pins.png
Scale: 4 px per µm. Pins as bars across the die edge, other pins in grey.
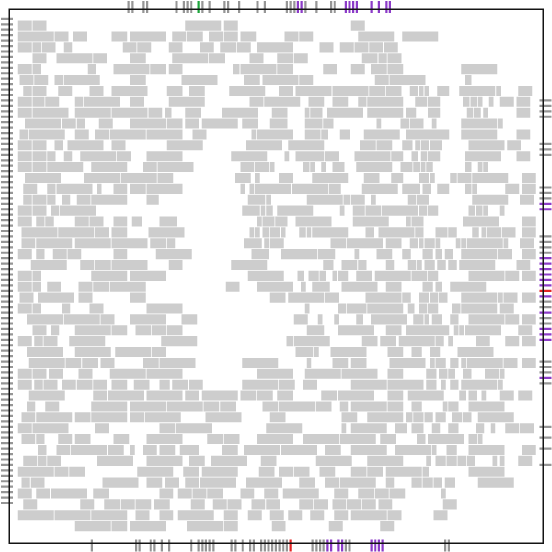
port_nets.png
Scale: 2 px per µm.
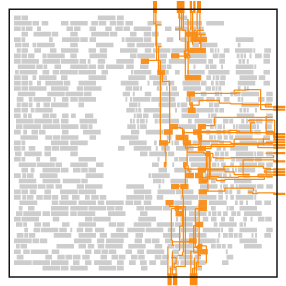
drive_strength.png
Scale: 4 px per µm.
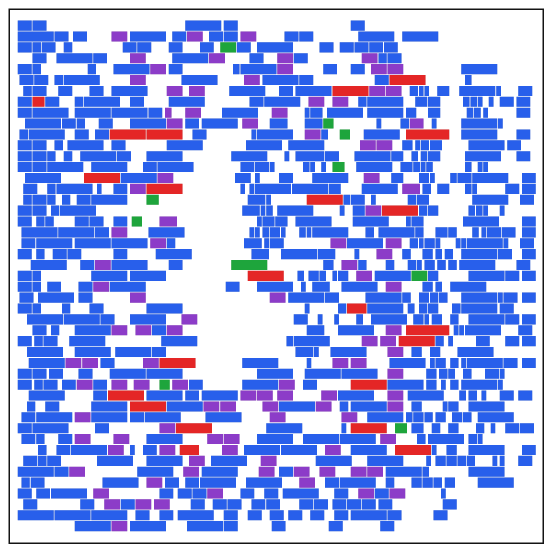
final_placement.png
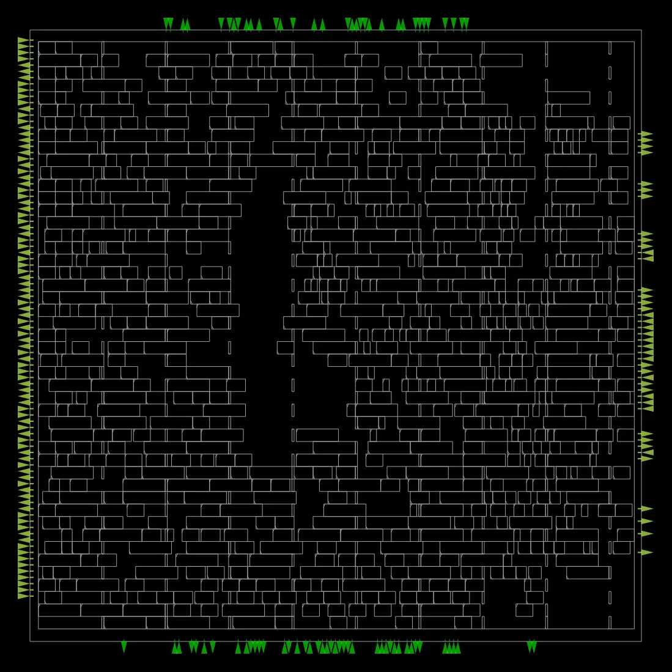
--- src/rtl/mem_lsu.sv ---
// Load/store initiator driving sram port B; outputs are the registered decode of the current state.
// Optional LSU_MISALIGN_SPLIT_EN splits misaligned half/word accesses into unsigned byte accesses.
module mem_lsu #(
  parameter int ADDR_WIDTH = 18
) (
  input  logic        clk,
  input  logic        rst,
  input  logic        req_valid,
  output logic        req_ready,
  input  logic        req_write,
  input  logic [1:0]  req_size,
  input  logic        req_unsigned,
  input  logic [31:0] req_addr,
  input  logic [31:0] req_wdata,
  output logic        rsp_valid,
  output logic        rsp_err,
  output logic [31:0] rsp_rdata,
  output logic        mem_read,
  output logic        mem_write,
  output logic        mem_sign,
  output logic [1:0]  mem_size,
  output logic [31:0] mem_addr,
  output logic [31:0] mem_wdata,
  input  logic [31:0] mem_rdata
);

  typedef enum logic [1:0] {IDLE, ISSUE, CAPTURE, RESP} state_t;

  state_t      state, state_nxt;
  logic [1:0]  cnt, cnt_nxt;
  logic        accept;
  logic        illegal, misalign, oor, req_err, req_split;
  logic [1:0]  nbytes_m1;
  logic [31:0] last_addr;

  logic        lat_write, lat_unsigned, lat_err, lat_split;
  logic [1:0]  lat_size, lat_last;
  logic [31:0] lat_addr, lat_wdata;

  logic        cap;
  logic [1:0]  cap_idx;
  logic [31:0] byte_buf, merged, split_data, load_data, wd_shift;

  assign accept = req_valid && req_ready;

  always_comb begin
    illegal   = (req_size == 2'b11);
    nbytes_m1 = (req_size == 2'b10) ? 2'd3 : (req_size == 2'b01) ? 2'd1 : 2'd0;
    misalign  = ((req_size == 2'b01) && req_addr[0]) ||
                ((req_size == 2'b10) && (req_addr[1:0] != 2'b00));
    last_addr = req_addr + {30'b0, nbytes_m1};
    oor       = (|(req_addr >> ADDR_WIDTH)) || (|(last_addr >> ADDR_WIDTH));
`ifdef LSU_MISALIGN_SPLIT_EN
    req_split = misalign && !illegal;
    req_err   = illegal || oor;
`else
    req_split = 1'b0;
    req_err   = illegal || oor || misalign;
`endif
  end

  always_comb begin
    state_nxt = state;
    cnt_nxt   = cnt;
    case (state)
      IDLE: begin
        if (accept) begin
          state_nxt = req_err ? RESP : ISSUE;
          cnt_nxt   = 2'd0;
        end
      end
      ISSUE: begin
        if (!lat_write) begin
          state_nxt = CAPTURE;
        end else if (cnt == lat_last) begin
          state_nxt = RESP;
        end else begin
          cnt_nxt = cnt + 2'd1;
        end
      end
      CAPTURE: begin
        if (cnt == lat_last) begin
          state_nxt = RESP;
        end else begin
          cnt_nxt   = cnt + 2'd1;
          state_nxt = ISSUE;
        end
      end
      default: state_nxt = IDLE;
    endcase
  end

  // The byte arriving now is merged in the same cycle it is captured, so the last one needs no extra edge.
  always_comb begin
    merged = byte_buf;
    merged[{cap_idx, 3'b000} +: 8] = mem_rdata[7:0];
    split_data = merged;
    if (lat_size == 2'b01) begin
      split_data = {{16{merged[15] & ~lat_unsigned}}, merged[15:0]};
    end
    load_data = lat_split ? split_data : mem_rdata;
    wd_shift  = lat_wdata >> {cnt, 3'b000};
  end

  always_ff @(posedge clk or posedge rst) begin
    if (rst) begin
      state        <= IDLE;
      cnt          <= 2'd0;
      req_ready    <= 1'b0;
      rsp_valid    <= 1'b0;
      rsp_err      <= 1'b0;
      rsp_rdata    <= 32'b0;
      mem_read     <= 1'b0;
      mem_write    <= 1'b0;
      mem_sign     <= 1'b0;
      mem_size     <= 2'b00;
      mem_addr     <= 32'b0;
      mem_wdata    <= 32'b0;
      lat_write    <= 1'b0;
      lat_unsigned <= 1'b0;
      lat_err      <= 1'b0;
      lat_split    <= 1'b0;
      lat_size     <= 2'b00;
      lat_last     <= 2'd0;
      lat_addr     <= 32'b0;
      lat_wdata    <= 32'b0;
      cap          <= 1'b0;
      cap_idx      <= 2'd0;
      byte_buf     <= 32'b0;
    end else begin
      state     <= state_nxt;
      cnt       <= cnt_nxt;
      req_ready <= (state == IDLE) && !accept;

      if (accept) begin
        lat_write    <= req_write;
        lat_unsigned <= req_unsigned;
        lat_err      <= req_err;
        lat_split    <= req_split;
        lat_size     <= req_size;
        lat_last     <= req_split ? nbytes_m1 : 2'd0;
        lat_addr     <= req_addr;
        lat_wdata    <= req_wdata;
      end

      mem_read  <= (state == ISSUE) && !lat_write;
      mem_write <= (state == ISSUE) && lat_write;
      if (state == ISSUE) begin
        mem_addr <= lat_addr + {30'b0, cnt};
        if (lat_split) begin
          mem_size  <= 2'b00;
          mem_sign  <= 1'b1;
          mem_wdata <= {24'b0, wd_shift[7:0]};
        end else begin
          mem_size  <= lat_size;
          mem_sign  <= lat_unsigned;
          mem_wdata <= lat_wdata;
        end
      end

      cap     <= (state == CAPTURE);
      cap_idx <= cnt;
      if (cap) begin
        byte_buf <= merged;
      end

      rsp_valid <= (state == RESP);
      rsp_err   <= (state == RESP) && lat_err;
      rsp_rdata <= ((state == RESP) && !lat_err && !lat_write) ? load_data : 32'b0;
    end
  end

endmodule

--- config.mk ---
export PLATFORM = sky130hd
export DESIGN_NAME = mem_lsu
export DESIGN_NICKNAME = d
export VERILOG_FILES = /design/src/rtl/mem_lsu.sv
export SDC_FILE = /design/constraint.sdc
export NUM_CORES = 1
export LEC_CHECK = 0
export CORE_MARGIN = 1.5
export CORE_UTILIZATION = 43
export CTS_CLUSTER_SIZE = 8
export DETAILED_ROUTE_END_ITERATION = 16
export GPL_ROUTABILITY_DRIVEN = 0
export PLACE_DENSITY_LB_ADDON = 0.2
export SLEW_MARGIN = 0
export SYNTH_ARGS = -nofsm -noshare
export SYNTH_HDL_FRONTEND = slang
export SYNTH_SLANG_ARGS = --single-unit
--- constraint.sdc ---
create_clock -name clk -period 6.7 [get_ports clk]
set_input_delay 1.675 -clock clk [delete_from_list [all_inputs] [get_ports clk]]
set_output_delay 1.675 -clock clk [all_outputs]
set_load 0.005 [all_outputs]
==> results.json <==
{
  "status": "finished, final reports clean",
  "grt_max_degree": 116,
  "edf_count": 0,
  "ys_types": 41,
  "worstMarginPinSlew_ns": 1.138,
  "ff2ff_setup_slack_ns": 4.12,
  "max_stage_delay_ns": 0.75,
  "use_met2": 0.3409,
  "worst_setup_path_end_kind": "async pin",
  "ys.flop_type": "dfrtp_1",
  "worstHoldPathType": "reg -> reg",
  "synthArstFlopShare": 1.000,
  "drt_pass1_iterations": 5,
  "fin_crit_sh": 0.4852,
  "fin_hold_ws_ns": 0.4938,
  "stdcell_count": 994,
  "post-route-min-period_ns": 3.251,
  "hold_buffers": 0,
  "cts_buffers": 17,
  "ys_area_um2": 7279,
  "ant_nets": 0,
  "fmax_mhz": 307.6,
  "ios": 207,
  "rsz0062_at_grt": "false",
  "clock.latency.late_pin_ns": 0.43,
  "path_delay_family": "buffers and inverters",
  "report.final.setup_viol": 0,
  "drc": 0,
  "drt-vias-per-instance": 5.199,
  "post-place-ws_ns": 2.884,
  "ys.flops": 177,
  "io_buffers": 206,
  "globalRouteMet3Util": 0.08333,
  "busiest_layer": "met2",
  "fin_area_um2": 10130,
  "yosysWarnings": 0,
  "path_clk_slew_ns": 0.06,
  "via_count": 5168,
  "crit_path_max_fanout": 115,
  "skew_ns": 0.01080,
  "cts_htree_levels": 4,
  "cp.arrival_ns": 3.71,
  "ctsLongestPathBuffers": 2,
  "layout_setup_ws_ns": 3.449,
  "hold_violations": 0,
  "warning_count": 33,
  "grt_pass1_vias": 5434,
  "crit_path_start_kind": "input pin",
  "dieHeight_um": 133.1,
  "pwr_density_cell_nw_per_um2": 438.1,
  "grt_overflow": 0,
  "wl_per_cell_um": 17.10,
  "routed_wl_um": 16990,
  "critPathSlowestCell": "buf_4",
  "required_ns": 7.16,
  "chip_area_um2": 17720,
  "clockRootBuffer": "clkbuf_16",
  "dp_hpwl_um": 12030,
  "p_leak_nw": 4.229,
  "fillCellCount": 1336,
  "crit_type": "in -> async",
  "register_area_um2": 4429,
  "cts.sinks": 177,
  "netlist_area_um2": 7279,
  "cts_tree": "built",
  "mostFrequentLayoutCells": "clkdlybuf4s50_1 (206), dfrtp_1 (177), mux2_2 (103)",
  "placed_area_um2": 9554,
  "maxSlewViolCount": 0,
  "tns_ns": 0,
  "final_nets": 877,
  "rows": 47,
  "syn_nets": 676,
  "ys_cells": 561,
  "yosysSeqAreaShare": 0.6085,
  "path_cells": "clkdlybuf4s50_1 > inv_6 > buf_4",
  "met1_usage": 0.2363,
  "maxCapViolCount": 0
}
## Picture notes: pins.png
Key: green = rsp_valid [pins 1, direction output, edge north]; red = req_size [pins 2, direction input, edge 1 south, 1 east]; purple = req_addr [pins 32, direction input, edge 14 east, 10 north, 8 south]
All pins by edge: 90 west, 43 south, 41 east, 33 north.

## Picture notes: port_nets.png
Key: orange = req_addr [direction input, edge 14 east, 10 north, 8 south, end cells 46, buffers 32, wire 1570 µm]

## Picture notes: drive_strength.png
Key: purple = drive 2 [cells 107, most used mux2_2]; red = drive 6 and up [cells 22, most used clkbuf_16]; blue = drive 1 or less [cells 635, most used clkdlybuf4s50_1]; green = drive 3 to 4 [cells 10, most used clkinv_4]
Layout area overhead: 39.14%
Non-clock buffers: 208

## Picture notes: final_placement.png
seq_cells: 177
Seq/total area: 0.4373

==> registers in the layout (all words and copies together) (netlist names) <==
name and flops:
cnt 2, lat_unsigned 1, rsp_valid 1, mem_wdata 32
lat_addr 32, mem_addr 32, mem_write 1, rsp_rdata 32
lat_err 1, req_ready 1, state 2, mem_size 2
lat_size 2, lat_write 1, mem_sign 1, mem_read 1
rsp_err 1, lat_wdata 32
==> layer usage <==
layer	vias up	part of all wire
met5	-	0
met2	197	0.49
met1	2559	0.40
met4	0	0.016
met3	22	0.089
li1	2390	-
==> cell usage after synthesis (14+ instances only) <==
library cell | instances | area share
a21oi_1 | 15 | 0.010
a31oi_1 | 17 | 0.015
and2_1 | 33 | 0.028
clkbuf_1 | 22 | 0.011
dfrtp_1 | 177 | 0.61
inv_1 | 15 | 0.0077
mux2_2 | 103 | 0.16
nand2_1 | 25 | 0.013
nor2_1 | 32 | 0.017
o31ai_1 | 14 | 0.014
or4_1 | 15 | 0.015
==> worst reg2reg max path, cell delays in order, from the launching register on <==
cell and delay, ns:
dfrtp_1 0.36, ha_1 0.19, inv_1 0.07, fa_1 0.45, nand3b_1 0.21, or4_1 0.59, or4_1 0.45, a31oi_1 0.19
==> worst paths after layout <==
check                                 to   startpoint  cells after the start
max                             state[0]          rst                      3
min                          lat_size[0]  lat_size[0]                      2
max reg2reg                 mem_addr[30]       cnt[0]                      7
min reg2reg                  lat_size[0]  lat_size[0]                      2
max in group clk                state[1]    req_valid                      5
min in group asynchronous  rsp_rdata[17]          rst                      2
==> through the flow <==
stage | utilization | total power [W]
CTS | 0.6108 | 0.004488
finish | 0.6108 | 0.004437
global placement | 0.5761 | 0.003425
detailed placement | 0.5761 | 0.003510
floorplan | - | 0.002693
global route | 0.6108 | 0.004739
==> cells by family (layout without fill, tap and decap cells) <==
| kind of cell | count (synthesis) | after routing | share of synthesized area |
|---|---|---|---|
| XOR/XNOR | 12 | 12 | 0.01444 |
| buffers and inverters | 41 | 254 | 0.02251 |
| AND/OR/NAND/NOR | 151 | 151 | 0.1153 |
| flip-flops | 177 | 177 | 0.6085 |
| adder cells (fa/ha/maj) | 12 | 12 | 0.02166 |
| AND-OR/OR-AND | 61 | 61 | 0.05277 |
| multiplexers | 107 | 107 | 0.1648 |
==> final cells by class <==
type,instances,share of cell area
sequential,177,0.4373
multi-input combinational,343,0.2677
timing repair buffer,208,0.2051
clock buffer,23,0.04620
tap,220,0.02718
clock inverter,8,0.01050
inverter,15,0.006053
==> where the power goes <==
part / switching (W) / internal [W] / total (W)
combinational: 0.000616 / 0.000980 / 0.00160
sequential: 0.000338 / 0.00154 / 0.00188
clock: 0.000396 / 0.000568 / 0.000964
total: 0.00135 / 0.00309 / 0.00444
Power and IR drop assume default switching activity.
